--- src/rtl/fall_event_scheduler_if.sv ---
// Event-reporting channel of fall_event_scheduler: valid/ready handshake carrying a channel id.
interface fall_event_scheduler_if #(
  parameter int unsigned IDW = 2
) ();
  logic           evt_valid;
  logic [IDW-1:0] evt_id;
  logic           evt_ready;

  modport master (output evt_valid, output evt_id, input evt_ready);
  modport slave  (input evt_valid, input evt_id, output evt_ready);
endinterface

--- src/rtl/fall_event_scheduler.sv ---
// Falling-edge detector on N status lines, one pending event per channel, round-robin drained
// through a 1-entry event slot. Optional drop counter: FALL_SCHED_DROP_CNT_EN.
module fall_event_scheduler #(
  parameter int unsigned N   = 4,
  parameter int unsigned IDW = $clog2(N)
) (
  input  logic                   clk,
  input  logic                   rst,
  input  logic                   en,
  input  logic [N-1:0]           sig_in,
  fall_event_scheduler_if.master evt,
  output logic [N-1:0]           ovf,
`ifdef FALL_SCHED_DROP_CNT_EN
  output logic [7:0]             drop_cnt,
`endif
  output logic                   busy
);

  typedef enum logic [0:0] {StEmpty, StFull} state_e;

  state_e         state_q;
  logic [N-1:0]   prev_q, pending_q, ovf_q;
  logic [IDW-1:0] id_q, rr_q;

  logic [N-1:0]   fall, load_mask, drop, pending_d;
  logic           load, found;
  logic [IDW-1:0] sel, scan_idx, rr_next;

  assign fall = en ? (prev_q & ~sig_in) : '0;
  assign load = ((state_q == StEmpty) || evt.evt_ready) && (|pending_q);

  // First pending channel at or above rr_q, wrapping.
  always_comb begin
    sel      = '0;
    scan_idx = '0;
    found    = 1'b0;
    for (int k = 0; k < int'(N); k++) begin
      scan_idx = IDW'((int'(rr_q) + k) % int'(N));
      if (!found && pending_q[scan_idx]) begin
        sel   = scan_idx;
        found = 1'b1;
      end
    end
  end

  assign rr_next   = IDW'((int'(sel) + 1) % int'(N));
  assign load_mask = load ? (N'(1) << sel) : '0;
  // A fall on the channel being loaded re-arms it rather than dropping.
  assign drop      = fall & pending_q & ~load_mask;
  assign pending_d = (pending_q & ~load_mask) | fall;

`ifdef FALL_SCHED_DROP_CNT_EN
  logic [7:0] drop_cnt_q, drop_cnt_d;
  int         drop_sum;

  always_comb begin
    drop_sum   = int'(drop_cnt_q) + $countones(drop);
    drop_cnt_d = (drop_sum > 255) ? 8'd255 : drop_sum[7:0];
  end

  assign drop_cnt = drop_cnt_q;
`endif

  always_ff @(posedge clk or negedge rst) begin
    if (!rst) begin
      state_q    <= StEmpty;
      prev_q     <= '0;
      pending_q  <= '0;
      ovf_q      <= '0;
      id_q       <= '0;
      rr_q       <= '0;
`ifdef FALL_SCHED_DROP_CNT_EN
      drop_cnt_q <= '0;
`endif
    end else begin
      prev_q    <= sig_in;
      pending_q <= pending_d;
      ovf_q     <= ovf_q | drop;
`ifdef FALL_SCHED_DROP_CNT_EN
      drop_cnt_q <= drop_cnt_d;
`endif
      unique case (state_q)
        StEmpty: begin
          if (load) begin
            state_q <= StFull;
            id_q    <= sel;
            rr_q    <= rr_next;
          end
        end
        StFull: begin
          if (evt.evt_ready) begin
            if (load) begin
              id_q <= sel;
              rr_q <= rr_next;
            end else begin
              state_q <= StEmpty;
            end
          end
        end
      endcase
    end
  end

  assign evt.evt_valid = (state_q == StFull);
  assign evt.evt_id    = id_q;
  assign ovf           = ovf_q;
  assign busy          = (|pending_q) || (state_q == StFull);

endmodule

--- src/flat_wrapper.sv ---
// flat-port wrapper written by rule: the top's interface ports become plain ports
module fall_event_scheduler_flat 
#(
  parameter int unsigned N   = 4,
  parameter int unsigned IDW = $clog2(N)
)
  (clk, rst, en, sig_in, ovf, busy, evt_evt_valid, evt_evt_id, evt_evt_ready);
  fall_event_scheduler_if #(.IDW(IDW)) evt_i ();
  input  logic clk;
  input  logic rst;
  input  logic en;
  input  logic [N-1:0] sig_in;
  output logic [N-1:0] ovf;
  output logic busy;
  output wire logic [$bits(evt_i.evt_valid)-1:0] evt_evt_valid;
  output wire logic [$bits(evt_i.evt_id)-1:0] evt_evt_id;
  input wire logic [$bits(evt_i.evt_ready)-1:0] evt_evt_ready;
  assign evt_evt_valid = evt_i.evt_valid;
  assign evt_evt_id = evt_i.evt_id;
  assign evt_i.evt_ready = evt_evt_ready;
  fall_event_scheduler #(.N(N), .IDW(IDW)) u_core (.clk(clk), .rst(rst), .en(en), .sig_in(sig_in), .evt(evt_i), .ovf(ovf), .busy(busy));
endmodule
--- config.mk ---
export PLATFORM = sky130hd
export DESIGN_NAME = fall_event_scheduler_flat
export DESIGN_NICKNAME = d
export VERILOG_FILES = /design/src/rtl/fall_event_scheduler_if.sv /design/src/rtl/fall_event_scheduler.sv /design/src/flat_wrapper.sv
export SDC_FILE = /design/constraint.sdc
export NUM_CORES = 1
export LEC_CHECK = 0
export CAP_MARGIN = 5
export CORE_MARGIN = 4
export CORE_UTILIZATION = 35
export CTS_BUF_LIST = sky130_fd_sc_hd__clkbuf_4 sky130_fd_sc_hd__clkbuf_8
export DETAILED_ROUTE_END_ITERATION = 8
export GPL_ROUTABILITY_DRIVEN = 1
export PLACE_DENSITY = 0.6
export SETUP_SLACK_MARGIN = 0.3
export SLEW_MARGIN = 20
export SYNTH_ARGS = -nofsm -noshare
export SYNTH_HDL_FRONTEND = slang
export SYNTH_SLANG_ARGS = --single-unit
--- constraint.sdc ---
create_clock -name clk -period 2 [get_ports clk]
set_input_delay 0.4 -clock clk [delete_from_list [all_inputs] [get_ports clk]]
set_output_delay 0.4 -clock clk [all_outputs]
set_load 0.01 [all_outputs]
Supply network:
Pins as bars on the die edge. Tap cells in gray.
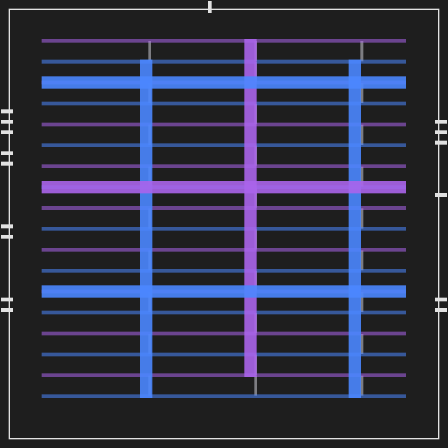
- VDD: purple
- VSS: blue
- tap cells: 28
- met4 straps: 3
Max VDD drop: 0.738 mV
Die Span Y: 55.7 um

Placed cells, one color a class:
Scale bar: 20 um.
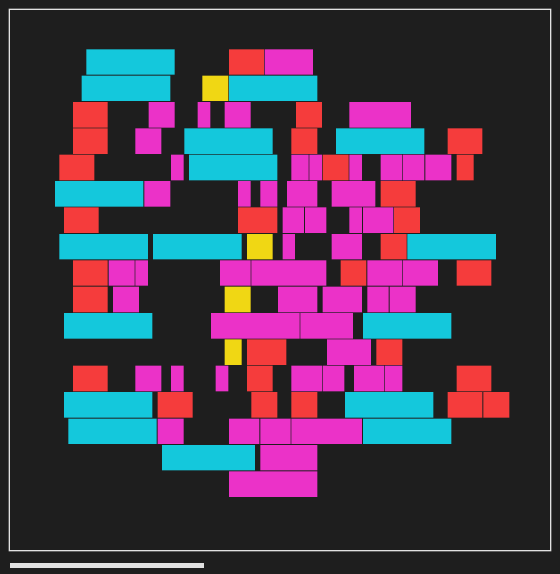
- remaining logic cells: magenta (cells 51)
- remaining buffers and delay cells: red (cells 28)
- clock drivers and dummy loads: yellow (cells 4)
- registers: cyan (cells 17)
row count: 17
Core Util, Final: 54.6%
Final Cell Area: 1200 um^2
area of the core region: 2190 um^2
Seq/total area: 35.7%

==> job_summary.md <==
### Yosys + OpenROAD results

| Metric | Value |
|---|---|
| R2R setup slack | 0.25 ns |
| Number of enable flip-flop cells | 0 |
| Final WS setup | 0.138 ns |
| Starting Density | 36.3% |
| # Cells Yosys | 69 |
| Antenna viol nets, final | 0 |
| Register share after synthesis | 53.5% |
| Crit end category | primary output |
| Syn Area/Cell | 11.5 um^2 |
| Detailed Place HPWL | 1100 um |
| Cell family with most CP delay | simple AND/OR/NAND/NOR gates |
| CTS tree | yes |
| Initial drt markers | 5 |
| Root Driver | clkbuf_4 |
| GRT met1 Usage | 13.9% |
| Layout cells sized above 1 | 41.0% |
| Top cells by count | dfrtp_1, nand2_1, o21ai_0, o21bai_1 |
| Setup TNS | 0 ns |
| Worst slew margin | 49.4% |
| Antenna cell count | 0 |
| Outcome | finished clean |
| Critical Path Stages | 3 |
| FMAX | 0.537 GHz |
| 1st-pass router iterations | 4 |
| Max-Cap Viols | 0 |
| Top cells excl fill/tap | dfrtp_1, clkdlybuf4s50_1, buf_4 |
| Peak fanout along the critical path | 4 |
| Largest net degree at the start of global routing | 18 |
| I/O Pins | 16 |
| Vias in the first global route | 651 |
| Worst EP required | 1.60 ns |
| Die width | 55.7 um |
| Total Die Area | 3100 um^2 |
| Initial antenna violation count | 0 |
| Port bufs | 15 |
| Pleak | 0.493 nW |
| Max Root-Sink Buffers | 2 |
| Mapped Area | 796 um^2 |
| Crit path time final | 1.86 ns |
| DRC Markers | 0 |
==> report_power, final <==
part / switching, W / internal (W) / total [W]
Sequential: 0.000123 / 0.000465 / 0.000588
Clock: 0.000110 / 0.0000744 / 0.000184
Combinational: 0.000536 / 0.000662 / 0.00120
Total: 0.000769 / 0.00120 / 0.00197
==> timing repair <==
item	in CTS	in global routing
pin swaps	6	14
hold buffers	0	0
buffers inserted	6	4
gates cloned	0	0
setup endpoints to repair	10	10
gates resized	18	14
endpoints found under the hold margin	0	0
==> registers in the layout, indices dropped and copies added (netlist names) <==
signal / flops
u_core.ovf: 4
u_core.pending_q: 4
u_core.prev_q: 4
u_core.evt.evt_id: 2
u_core.rr_q: 2
u_core.evt.evt_valid: 1
==> metal layers <==
metal  up-vias  share of wire, %
met2        19                51
met3         6               6.3
met4         0               1.8
met5         -                 0
met1       302                41
li1        306                 -
==> through the flow <==
stage          instance area (um^2)  std cells  power [W]
2_1_floorplan                   796         69    0.00103
3_3_place_gp                    998        114    0.00130
3_5_place_dp                    998        114    0.00129
4_1_cts                        1110        124    0.00170
5_1_grt                        1200        128    0.00210
6_report                       1200        128    0.00197
==> cell families after synthesis <==
group                    synth area share, %
adder cells (fa/ha/maj)                 6.29
flip-flops                              53.5
AND-OR/OR-AND                           16.4
multiplexers                            1.89
AND/OR/NAND/NOR                         19.5
buffers and inverters                   2.51
==> area by class of cell <==
class	count	share of cell area (%)
clock buffer	3	1.88
clock inverter	1	0.418
timing repair buffer	28	20.9
inverter	4	1.26
tap	28	2.93
sequential	17	35.7
multi-input combinational	47	36.9
Power is estimated from default activity; no workload was simulated.
